<file path="config.mk">
export PLATFORM = sky130hd
export DESIGN_NAME = updown_counter
export DESIGN_NICKNAME = d
export VERILOG_FILES = /design/src/rtl/counter_pkg.sv /design/src/rtl/count_prescaler.sv /design/src/rtl/updown_counter.sv
export SDC_FILE = /design/constraint.sdc
export NUM_CORES = 1
export LEC_CHECK = 0
export CAP_MARGIN = 20
export CORE_ASPECT_RATIO = 0.75
export CORE_MARGIN = 8
export CORE_UTILIZATION = 48
export CTS_CLUSTER_DIAMETER = 60
export DETAILED_ROUTE_END_ITERATION = 16
export GPL_TIMING_DRIVEN = 0
export PLACE_DENSITY = 0.89
export RECOVER_POWER = 100
export SKIP_LAST_GASP = 1
export SLEW_MARGIN = 0
export SYNTH_ARGS = -nofsm -noshare
export SYNTH_HDL_FRONTEND = slang
export SYNTH_HIERARCHICAL = 1
export SYNTH_SLANG_ARGS = --single-unit
</file>
<file path="constraint.sdc">
create_clock -name clk -period 2.8 [get_ports clk]
set_clock_uncertainty 0.05 [all_clocks]
set_input_delay 0.56 -clock clk [delete_from_list [all_inputs] [get_ports clk]]
set_output_delay 0.56 -clock clk [all_outputs]
set_load 0.005 [all_outputs]
</file>
<file path="src/rtl/counter_pkg.sv">
// Shared encodings for the up/down counter family: run-time mode codes and
// the one-shot sequencer states. Imported by updown_counter and count_prescaler.
package counter_pkg;

    // Run-time counting mode; code 3 is reserved and decodes as wrap.
    typedef enum logic [1:0] {
        MODE_WRAP    = 2'd0,
        MODE_SAT     = 2'd1,
        MODE_ONESHOT = 2'd2,
        MODE_RSVD    = 2'd3
    } mode_e;

    // One-shot sequencer states.
    typedef enum logic [1:0] {
        ST_IDLE = 2'd0,
        ST_RUN  = 2'd1,
        ST_DONE = 2'd2
    } state_e;

endpackage : counter_pkg

</file>
<file path="src/rtl/count_prescaler.sv">
// Enable divider for updown_counter: tick is high on the enabled cycle that
// completes each group of PRESCALE enabled cycles. Only instantiated when
// UPDOWN_COUNTER_PRESCALE_EN is defined.
module count_prescaler
    import counter_pkg::*;
#(
    parameter int PRESCALE = 4
) (
    input  logic clk,
    input  logic reset,
    input  logic clr,
    input  logic en,
    output logic tick
);

    localparam int CW = (PRESCALE > 1) ? $clog2(PRESCALE) : 1;
    localparam logic [CW-1:0] LAST_L = CW'(PRESCALE - 1);
    localparam logic [CW-1:0] ONE_L  = CW'(1);
    localparam logic [CW-1:0] ZERO_L = CW'(0);

    logic [CW-1:0] cnt_q;
    logic [CW-1:0] cnt_d;

    // The last position of a group, seen with en, is the advancing cycle.
    assign tick = en & (cnt_q == LAST_L);

    // Next group position: clear wins, otherwise step on en and fold at the end.
    always_comb begin
        cnt_d = cnt_q;
        if (clr) begin
            cnt_d = ZERO_L;
        end else if (en) begin
            if (tick) begin
                cnt_d = ZERO_L;
            end else begin
                cnt_d = cnt_q + ONE_L;
            end
        end else begin
            cnt_d = cnt_q;
        end
    end

    // Group position register with synchronous reset.
    always_ff @(posedge clk) begin
        if (reset) begin
            cnt_q <= ZERO_L;
        end else begin
            cnt_q <= cnt_d;
        end
    end

endmodule : count_prescaler

</file>
<file path="src/rtl/updown_counter.sv">
// Bounded up/down counter with parallel load and wrap / saturate / one-shot
// modes. Count range is [MIN_VALUE, MAX_VALUE]; out never leaves it because
// loads are clamped. tc is combinational so it can feed the en of a cascaded
// stage. Optional enable prescaler: define UPDOWN_COUNTER_PRESCALE_EN.
module updown_counter
    import counter_pkg::*;
#(
    parameter int WIDTH     = 8,
    parameter int MIN_VALUE = 0,
    parameter int MAX_VALUE = 255
`ifdef UPDOWN_COUNTER_PRESCALE_EN
    ,
    parameter int PRESCALE  = 4
`endif
) (
    input  logic             clk,
    input  logic             reset,
    input  logic             en,
    input  logic             up,
    input  logic [1:0]       mode,
    input  logic             load,
    input  logic [WIDTH-1:0] load_value,
    input  logic             start,
`ifdef UPDOWN_COUNTER_PRESCALE_EN
    output logic             tick,
`endif
    output logic [WIDTH-1:0] out,
    output logic             tc,
    output logic             busy,
    output logic             done
);

    localparam logic [WIDTH-1:0] MIN_L = WIDTH'(MIN_VALUE);
    localparam logic [WIDTH-1:0] MAX_L = WIDTH'(MAX_VALUE);
    localparam logic [WIDTH-1:0] ONE_L = WIDTH'(1);

    // Force a load value into the legal count range.
    function automatic logic [WIDTH-1:0] clamp_load(input logic [WIDTH-1:0] v);
        logic [WIDTH-1:0] r;
        if (v < MIN_L) begin
            r = MIN_L;
        end else if (v > MAX_L) begin
            r = MAX_L;
        end else begin
            r = v;
        end
        return r;
    endfunction

    logic [WIDTH-1:0] out_q, out_d;
    state_e           state_q, state_d;
    logic             busy_q, done_q;

    logic [WIDTH-1:0] term_s;    // bound reached in the current direction
    logic [WIDTH-1:0] origin_s;  // opposite bound: wrap target and one-shot start value
    logic [WIDTH-1:0] step_s;    // one count in the current direction
    logic             at_term_s;
    logic             held_s;    // one-shot that is not running
    logic             tick_s;
    logic             adv_s;
    mode_e            mode_s;

`ifdef UPDOWN_COUNTER_PRESCALE_EN
    count_prescaler #(
        .PRESCALE(PRESCALE)
    ) u_prescaler (
        .clk  (clk),
        .reset(reset),
        .clr  (load),
        .en   (en),
        .tick (tick_s)
    );
    assign tick = tick_s;
`else
    assign tick_s = 1'b1;
`endif

    assign mode_s    = mode_e'(mode);
    assign term_s    = up ? MAX_L : MIN_L;
    assign origin_s  = up ? MIN_L : MAX_L;
    assign step_s    = up ? (out_q + ONE_L) : (out_q - ONE_L);
    assign at_term_s = (out_q == term_s);
    assign held_s    = (mode_s == MODE_ONESHOT) & (state_q != ST_RUN);
    assign adv_s     = en & tick_s;

    assign tc   = en & tick_s & at_term_s & ~held_s;
    assign out  = out_q;
    assign busy = busy_q;
    assign done = done_q;

    // Next count and one-shot state; priority is load > start > en.
    always_comb begin
        out_d   = out_q;
        state_d = state_q;
        case (mode_s)
            MODE_ONESHOT: begin
                if (load) begin
                    out_d = clamp_load(load_value);
                end else if (start) begin
                    out_d   = origin_s;
                    state_d = ST_RUN;
                end else if ((state_q == ST_RUN) && adv_s) begin
                    if (at_term_s) begin
                        state_d = ST_DONE;
                    end else begin
                        out_d = step_s;
                    end
                end else begin
                    out_d = out_q;
                end
            end
            default: begin
                // Wrap, saturate and the reserved code; one-shot sequencer parks.
                state_d = ST_IDLE;
                if (load) begin
                    out_d = clamp_load(load_value);
                end else if (adv_s) begin
                    if (!at_term_s) begin
                        out_d = step_s;
                    end else if (mode_s == MODE_SAT) begin
                        out_d = out_q;
                    end else begin
                        out_d = origin_s;
                    end
                end else begin
                    out_d = out_q;
                end
            end
        endcase
    end

    // State and registered status flags; reset overrides every other input.
    always_ff @(posedge clk) begin
        if (reset) begin
            out_q   <= MIN_L;
            state_q <= ST_IDLE;
            busy_q  <= 1'b0;
            done_q  <= 1'b0;
        end else begin
            out_q   <= out_d;
            state_q <= state_d;
            busy_q  <= (state_d == ST_RUN);
            done_q  <= (state_d == ST_DONE);
        end
    end

endmodule : updown_counter

</file>
**Run 1: supply network**

Pins as bars on the die edge.
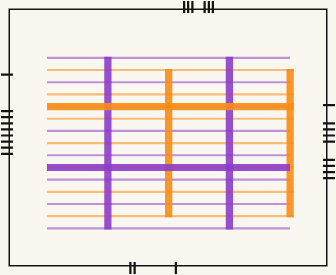
legend:
  orange:
    net: VDD
  purple:
    net: VSS
rows: 14
signal pins: 27
met5 straps: 2
Die Ht: 56.9 µm
core area: 2070 µm²
VDD IR-drop max: 0.305 mV
die extent in x: 70.6 µm

**Run 1: placed cells, one colour a class**

The bar under the picture is 20 µm long.
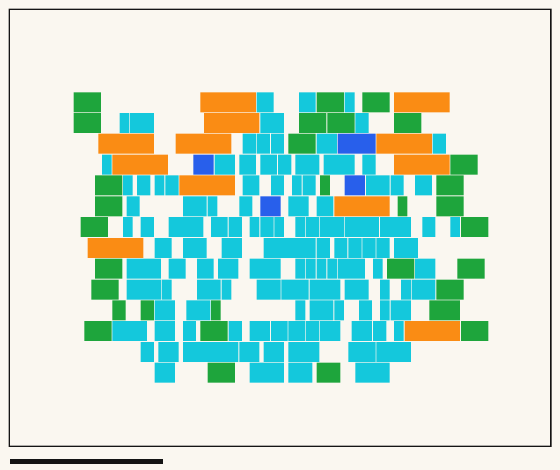
legend:
  orange:
    class: flops
    cells: 12
  green:
    class: other buffers and delay cells
    cells: 31
  blue:
    class: clock drivers and dummy loads
    cells: 4
  cyan:
    class: all other logic
    cells: 117
cell area after layout: 1390 µm²
Cell Rows: 14

**Run 1: clock network drawn from the DEF**

The bar under the picture is 20 µm long.
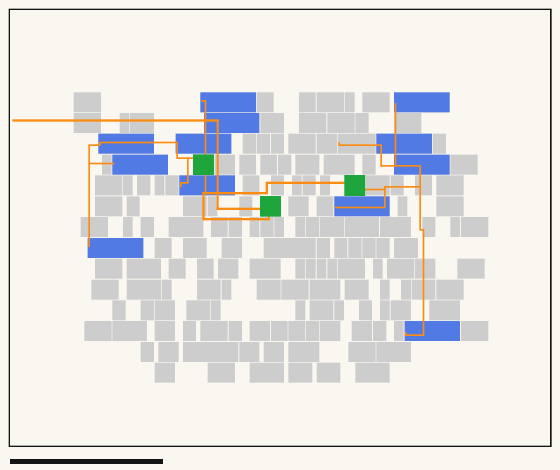
legend:
  orange:
    item: clock wires
    length: 199 µm
  green:
    item: cells driving clock nets
    count: 3
  blue:
    item: flip-flops
    count: 12
routed clock nets: 4
clock network power: 0.141 mW
worst skew pair latency: 0.28 ns
Clk pwr share: 24.6%

==> flow_summary.ini, run 1 <==
; flow metrics
[layout]
diodes = 0
nets = 188
sh_seq_area_pct = 17.3
final_util_pct = 67.3
nFlopsAndLatches = 12
final_cell_mix = clkdlybuf4s50_1, a21oi_1, nor2_1, dfxtp_1
instances_no_fill = 188
num-nonclk-inverters = 4
area_growth_pct = 29.6
logic_gate_count = 113
fillerInstances = 188
n_all_buffers = 31
clkbuf_count = 4
top_area_cell_class = logic gates

[setup_path]
cp_top_family = AND-OR/OR-AND gates
r2r-end = out[7]$_SDFFE_PP0P_
endpoint = out[7]$_SDFFE_PP0P_
start_kind = input port
reg2reg_setup_slack_ns = 0.46
crit_required_ns = 2.90
worst-path-stages = 10
timing_worst_setup_path_type = input port to flop
crit_arrival_ns = 2.74
worstSetupEndpointType = flop
crit_buf_inv = 3
max_stage_delay_ns = 0.43
cp_cell_sequence = buf_6, clkinvlp_4, ha_1, buf_2, and4_1, o2111a_1, a21boi_4, nand3_2, xnor2_1, a2111oi_0
cp-startpoint = up
reg2reg_depth = 8

[outcome]
outcome = finished clean

[yosys]
netlist_area_um2 = 1070
synth_top_cell_by_count = a21oi_1
yosys_warnings = 6
mux_area_share_pct = 3.03
xor_share_pct = 4.08
ys_seq_share_pct = 22.4
ys_area_um2 = 1070
top_area_share_pct = 22.4
ys_types = 48
synth-seq-cells = 12
synth.avg_cell_area_um2 = 8.00
fp_nets = 157
flop_cell = dfxtp_1
async_reset_ff_share_pct = 0
ys_cells = 134
yosys.area_share.simple_pct = 24.4
top_cells_by_area = dfxtp_1, ha_1, a21oi_1, nor2_1, xnor2_1
ys_top_logic_family = AND-OR/OR-AND gates
synthTopCellsByCount = a21oi_1, dfxtp_1, nor2_1

[final_timing]
worst_slack_ns = 0.164
slew_headroom_pct = 67.9
finalMaxSlewViolations = 0
report.final.hold_viol_count = 0
fin_crit_sh_pct = 94.2
whs_ns = 0.501
rsz0062_at_grt = no
setup_violations = 0

[detailed_routing]
vias_per_cell = 6.23
routed_wl_um = 3160
drt-initial-drc-count = 53
first_pass_iters = 4
vias = 1172
drc = 0

[power]
intPower_mw = 0.376
power_switching_mw = 0.197
p_leak_nw = 0.578
swShare_pct = 34.4
total_power_mw = 0.573
comb_power_share_pct = 41.0
power_frac_seq_pct = 34.3

[clocking]
cts_made_buffers = 3
path_clk_slew_ns = 0.08
postCtsSetupRepairBufs = 1
cts_max_level = 1
cts_sinks = 12
cts_buffer_depth = 2
hold_buffers = 0

[run]
warning_count = 26
drv_cap = 0

[placed_design]
place_area_um2 = 1350
io_buffers = 25
place_congestion = 0.911
pre_cts_slack_ns = -0.165

[worst_hold_path]
min_to = state_q[1]$_SDFF_PP0_
min_path_cells = 2
hold_start = state_q[1]$_SDFF_PP0_
min_path_type = flop to flop

[grt]
antenna_found_initial = 0
grt_overflow_total = 0
grt.total_usage_pct = 16.3
grt_max_degree = 11

[die]
tapCellCount = 24
dieArea_um2 = 4020
run 1: per-layer routing:
| metal | vias to the layer above | part of all wire (%) | track usage [%] |
|---|---|---|---|
| met4 | 0 | 0.66 | 3.83 |
| met2 | 46 | 46 | 27.7 |
| li1 | 571 | - | - |
| met5 | - | 0 | 0 |
| met1 | 551 | 44 | 19.1 |
| met3 | 4 | 9.4 | 5.92 |
run 1: power groups by stage:
stage | Combinational, mW | Clock [mW] | Sequential, mW
2_1_floorplan | 0.156 | 0 | 0.198
4_1_cts | 0.241 | 0.140 | 0.197
3_5_place_dp | 0.237 | 0 | 0.201
6_report | 0.235 | 0.141 | 0.197
3_3_place_gp | 0.229 | 0 | 0.200
5_1_grt | 0.263 | 0.147 | 0.199
==> inputs of run 2 (changes only) <==
==> constraint.sdc (replaced) <==
create_clock -name clk -period 2.8 [get_ports clk]
set_clock_uncertainty 0.05 [all_clocks]
set_input_delay 0.28 -clock clk [delete_from_list [all_inputs] [get_ports clk]]
set_output_delay 0.28 -clock clk [all_outputs]
set_load 0.005 [all_outputs]
**Run 2: clock network drawn from the DEF**

The bar under the picture is 20 µm long.
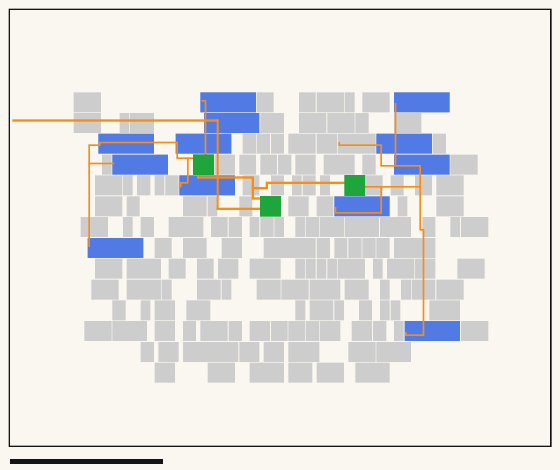
legend:
  green:
    item: cells driving clock nets
    count: 3
  orange:
    item: clock wires
    length: 188 µm
  blue:
    item: flip-flops
    count: 12
routed clock nets: 4
Clk pwr share: 24.4%
clock network power: 0.139 mW

==> run 2 against run 1 <==
  * Global-route usage is 0.072 points lower
  * Total power is 0.42% lower
  * Via count is 0.26% lower
  * Sequential power hardly changed
  * Routed wire length is 0.63% lower
  * Flip-flop count stayed put
  * Clock power hardly changed
  * Die area stayed put
  * Clock-buffer cell count stayed put
  * Design area is 0.36% lower
  * Sequential share of layout area is 0.062 points higher
  * Utilization is 0.24 points lower
  * Critical path type is now input port to output pin
==> flow_summary.ini, run 2 <==
; flow metrics
[outcome]
outcome = finished clean

[layout]
nets = 187
largest_reg_flops = 8
n_all_buffers = 30
clk_share_pct = 2.62
lay_top_count = clkdlybuf4s50_1
logic_gate_count = 113
fillerInstances = 192
logic_area_um2 = 786
sh_comb_area_pct = 56.7
diodes = 0
num-nonclk-inverters = 4
top_area_cell_class = logic gates
final_util_pct = 67.0
area_growth_pct = 29.2
sh_seq_area_pct = 17.3
drive_gt1_share_pct = 9.20
instances_no_fill = 187
buf_share_pct = 20.1
regArea_um2 = 240
final_cell_mix = clkdlybuf4s50_1, a21oi_1, nor2_1, dfxtp_1, dlygate4sd3_1

[yosys]
mux_area_share_pct = 3.03
ys_cells = 134
synth_area_leader_cell = dfxtp_1
synth-edff-count = 0
async_reset_ff_share_pct = 0
netlist_area_um2 = 1070
synth.avg_cell_area_um2 = 8.00
synth-seq-cells = 12
flop_cell = dfxtp_1
yosys_warnings = 6
ys_seq_share_pct = 22.4
synthTopCellsByCount = a21oi_1, dfxtp_1, nor2_1
top_area_share_pct = 22.4
ys_sh_adder_pct = 8.87
ys_types = 48
syn_inst = 134
xor_share_pct = 4.08
synth_top_cell_by_count = a21oi_1
ys_top_logic_family = AND-OR/OR-AND gates
yosys.area_share.simple_pct = 24.4
synthAoiAreaFrac_pct = 33.1
ys_area_um2 = 1070
fp_nets = 157
top_cells_by_area = dfxtp_1, ha_1, a21oi_1, nor2_1, xnor2_1

[placed_design]
place_hpwl_um = 2470
placedCellCount = 183
place_congestion = 0.911
io_buffers = 25

[worst_hold_path]
min_path_type = input port to flop
min_path_cells = 3
hold_start = up
min_to = out[7]$_SDFFE_PP0P_

[final_timing]
finalMaxSlewViolations = 0
fin_crit_sh_pct = 90.7
tightest_slew_ns = 0.488
report.final.hold_viol_count = 0
fmax_ghz = 0.394
slew_headroom_pct = 67.5
whs_ns = 0.308
fin_setup_tns_ns = 0
rsz0062_at_grt = no
setup_violations = 0
layout_min_cycle_time_ns = 2.54

[detailed_routing]
dr_wl_met2_um = 1450
drt-initial-drc-count = 41
drc = 0
routed_wl_um = 3140
wl_met3_um = 270
ant_nets = 0
vias = 1169
avgRoutedWirePerCell_um = 16.8
vias_per_cell = 6.25
first_pass_iters = 4
met1_length_um = 1400
top_layer = met4

[setup_path]
crit_required_ns = 2.47
crit_buf_inv = 4
worstSetupEndpointType = output pin
slowest_stage = dlygate4sd3_1
cp-startpoint = up
reg2reg_setup_slack_ns = 0.33
crit_arrival_ns = 2.21
max_stage_delay_ns = 0.62
cp_max_fo = 8
start_kind = input port
r2r-start = out[2]$_SDFFE_PP0P_
reg2reg_depth = 7
endpoint = tc
r2r-end = out[2]$_SDFFE_PP0P_
cp_cell_sequence = buf_6, inv_1, ha_1, clkbuf_1, nand4_1, nor4_1, dlygate4sd3_1
worst-path-stages = 7
cp_top_family = buffers and inverters
timing_worst_setup_path_type = input port to output pin

[grt]
grt_pass1_vias = 1231
antenna_found_initial = 0
grt_max_degree = 11
grt_overflow_total = 0
met2_usage_pct = 27.4
grt_first_pass_wirelength_um = 5480
grt_use_met1_pct = 19.1
grt_util_met3_pct = 5.92
top_usage_layer = met2
grt.total_usage_pct = 16.2

[die]
die_h_um = 56.9
core_area_um2 = 2070
tapCellCount = 24
dieArea_um2 = 4020
initial_core_util_pct = 51.9
rows = 14
die_w_um = 70.6
num_io_pins = 27

[clocking]
hold_buffers = 0
cts_max_level = 1
cts_buffer_depth = 2
cts_tree = yes
insertion_delay_ns = 0.28
cts_resized = 0
postCtsSetupRepairBufs = 0
cts-root-buf = clkbuf_4
path_clk_slew_ns = 0.08

[power]
p_leak_nw = 0.577
p_per_area_nw_per_um2 = 412
peakVddDrop_mv = 0.305

[run]
drv_cap = 0
warning_count = 26
**Run 2: clock nets**

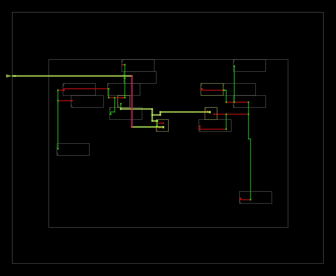
num sequential: 12
clock buffer count from CTS: 3
clock buffers: 4
clock sink count: 12

-- run 2: cell types whose count changed in the layout (fill, tap and decap cells not counted), sizes merged --
cell,before,now
buf,2,1
clkinvlp,1,0
dlygate4sd2,1,0
dlygate4sd3,10,11
inv,3,4
-- run 2: stage by stage --
stage | area [µm²] | power, mW | worst slack [ns]
finish | 1390 | 0.570 | 0.261
global route | 1390 | 0.608 | 0.163
global placement | 1350 | 0.429 | 0.331
detailed placement | 1350 | 0.439 | 0.230
CTS | 1390 | 0.577 | 0.393
floorplan | 1070 | 0.355 | 0.500
-- run 2: power breakdown --
part / internal (mW) / total, mW / switching (mW)
combinational: 0.113 / 0.234 / 0.121
sequential: 0.183 / 0.197 / 0.0142
clock: 0.0791 / 0.139 / 0.0603
total: 0.375 / 0.570 / 0.196
==> inputs of run 3 (changes only) <==
--- a/config.mk
+++ b/config.mk
@@ -12,8 +12,8 @@
 export CTS_CLUSTER_DIAMETER = 60
 export DETAILED_ROUTE_END_ITERATION = 16
 export GPL_TIMING_DRIVEN = 0
+export MAX_ROUTING_LAYER = met4
 export PLACE_DENSITY = 0.89
-export RECOVER_POWER = 100
 export SKIP_LAST_GASP = 1
 export SLEW_MARGIN = 0
 export SYNTH_ARGS = -nofsm -noshare
**Run 3: clock nets**

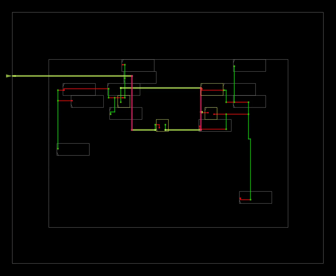
clock network power: 0.142 mW
worst skew pair latency: 0.29 ns

==> run 3 against run 2 <==
  * Die area unchanged
  * Worst setup slack better by 0.13 ns
  * Synthesized cell count did not move
  * Fmax grew 5.5%
  * Area after synthesis did not move
  * Design area is 0.27% higher
==> flow_summary.ini, run 3 <==
; flow metrics
[outcome]
outcome = finished clean

[power]
comb_power_share_pct = 41.5
total_power_mw = 0.579
power_leader = combinational logic
intPower_mw = 0.380
p_leak_nw = 0.550
swShare_pct = 34.3
pg_seq_mw = 0.197
peakVddDrop_mv = 0.306
p_clk_share_pct = 24.5
power_frac_seq_pct = 34.0
power_switching_mw = 0.199
p_per_area_nw_per_um2 = 417
p_comb_mw = 0.241

[die]
num_io_pins = 27
die_w_um = 70.6
initial_core_util_pct = 51.9
rows = 14
dieArea_um2 = 4020
core_area_um2 = 2070
die_h_um = 56.9

[placed_design]
place_congestion = 0.927
place_hpwl_um = 2470
place_area_um2 = 1350
pre_cts_slack_ns = 0.230
io_buffers = 25
placedCellCount = 183

[yosys]
ys_cells = 134
synth-edff-count = 0
synth_area_leader_cell = dfxtp_1
synthTopCellsByCount = a21oi_1, dfxtp_1, nor2_1
ys_seq_share_pct = 22.4
top_area_share_pct = 22.4
syn_inst = 134
ys_types = 48
synth.avg_cell_area_um2 = 8.00
synthAoiAreaFrac_pct = 33.1
ys_sh_adder_pct = 8.87
yosys.area_share.simple_pct = 24.4
synth_top_cell_by_count = a21oi_1
fp_nets = 157
synth-seq-cells = 12
ys_top_logic_family = AND-OR/OR-AND gates
flop_cell = dfxtp_1
ys_area_um2 = 1070
async_reset_ff_share_pct = 0
mux_area_share_pct = 3.03
netlist_area_um2 = 1070
top_cells_by_area = dfxtp_1, ha_1, a21oi_1, nor2_1, xnor2_1
yosys_warnings = 6
xor_share_pct = 4.08

[run]
warning_count = 26
drv_cap = 0

[worst_hold_path]
min_to = out[7]$_SDFFE_PP0P_
min_path_cells = 3
min_path_type = input port to flop
hold_start = up

[layout]
lay_top_count = clkdlybuf4s50_1
nets = 187
design_area_um2 = 1390
final_cell_mix = clkdlybuf4s50_1, a21oi_1, nor2_1, dfxtp_1, nand2_1
largest_reg_flops = 8
area_growth_pct = 29.5
drive_gt1_share_pct = 11.0
final_util_pct = 67.2
diodes = 0
instances_no_fill = 187

[clocking]
cts_resized = 0
cts_sinks = 12
cts-root-buf = clkbuf_4
cts_buffer_depth = 2
postCtsSetupRepairBufs = 0
cts_made_buffers = 3
hold_buffers = 0
path_clk_slew_ns = 0.08
cts_max_level = 1
cts_tree = yes

[setup_path]
cp-startpoint = mode[0]
crit_required_ns = 2.47
worst-path-stages = 5
cp_common_cell = clkdlybuf4s50_1
r2r-end = out[6]$_SDFFE_PP0P_
cp_cell_sequence = clkdlybuf4s50_1, nand2b_1, o21ai_1, nor4_1, clkdlybuf4s50_1
max_stage_delay_ns = 0.56
reg2reg_setup_slack_ns = 0.53
endpoint = tc
timing_worst_setup_path_type = input port to output pin
start_kind = input port
cp_max_fo = 7
cp_top_family = buffers and inverters
slowest_stage = clkdlybuf4s50_1
r2r-start = out[0]$_SDFFE_PP0P_
worstSetupEndpointType = output pin
crit_buf_inv = 2
reg2reg_depth = 7
crit_arrival_ns = 2.08

[detailed_routing]
ant_nets = 0
vias_per_cell = 6.21
drt-initial-drc-count = 45
avgRoutedWirePerCell_um = 16.8
drc = 0
first_pass_iters = 4
routed_wl_um = 3130

[final_timing]
tightest_slew_ns = 0.475
slew_headroom_pct = 68.3
worst_slack_ns = 0.394
setup_violations = 0
fin_crit_sh_pct = 85.9
report.final.hold_viol_count = 0
whs_ns = 0.301
finalMaxSlewViolations = 0
rsz0062_at_grt = no
layout_min_cycle_time_ns = 2.41
fin_setup_tns_ns = 0
fmax_ghz = 0.416

[grt]
antenna_found_initial = 0
grt_max_degree = 11
grt_pass1_vias = 1223
grt_overflow_total = 0
grt_first_pass_wirelength_um = 5460
**Run 3: routed metal, one colour a layer**

Two of the layers only.
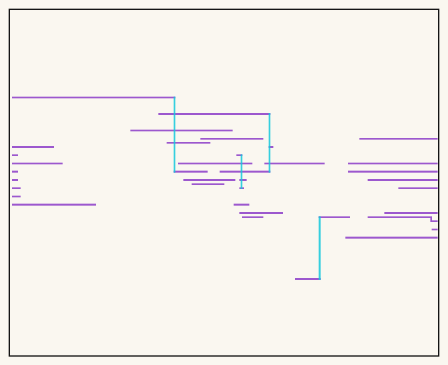
legend:
  cyan:
    layer: met4
    wire_length: 37.4 µm
  purple:
    layer: met3
    wire_length: 278 µm
global-route usage over all layers: 16.6%
vias post-DR: 1,162

run 3: routing by layer:
metal  up-vias  global-route usage (%)  share of wire (%)  routed length (µm)
met5         -                       -                  0                   0
met4         0                    3.83                1.2                  37
met3         9                    5.75                8.8                 277
met2        47                    27.4                 46                1440
met1       540                    19.0                 44                1380
li1        566                       -                  -                   -
run 3: cells by family after synthesis:
kind of cell    after synthesis
fa+ha+maj                     7
buf+inv                       9
compound gates               50
xor+xnor                      5
flops                        12
mux                           3
simple gates                 48
run 3: cell type report:
class / count / area (µm²)
buffer: 5 / 28.8
inverter: 4 / 15.0
timing repair buffer: 25 / 250
fill: 190 / 678
sequential: 12 / 240
multi-input combinational: 113 / 788
clock buffer: 4 / 36.3
tap: 24 / 30.0
Power figures rest on the tool's default switching activity, not on a simulated workload.
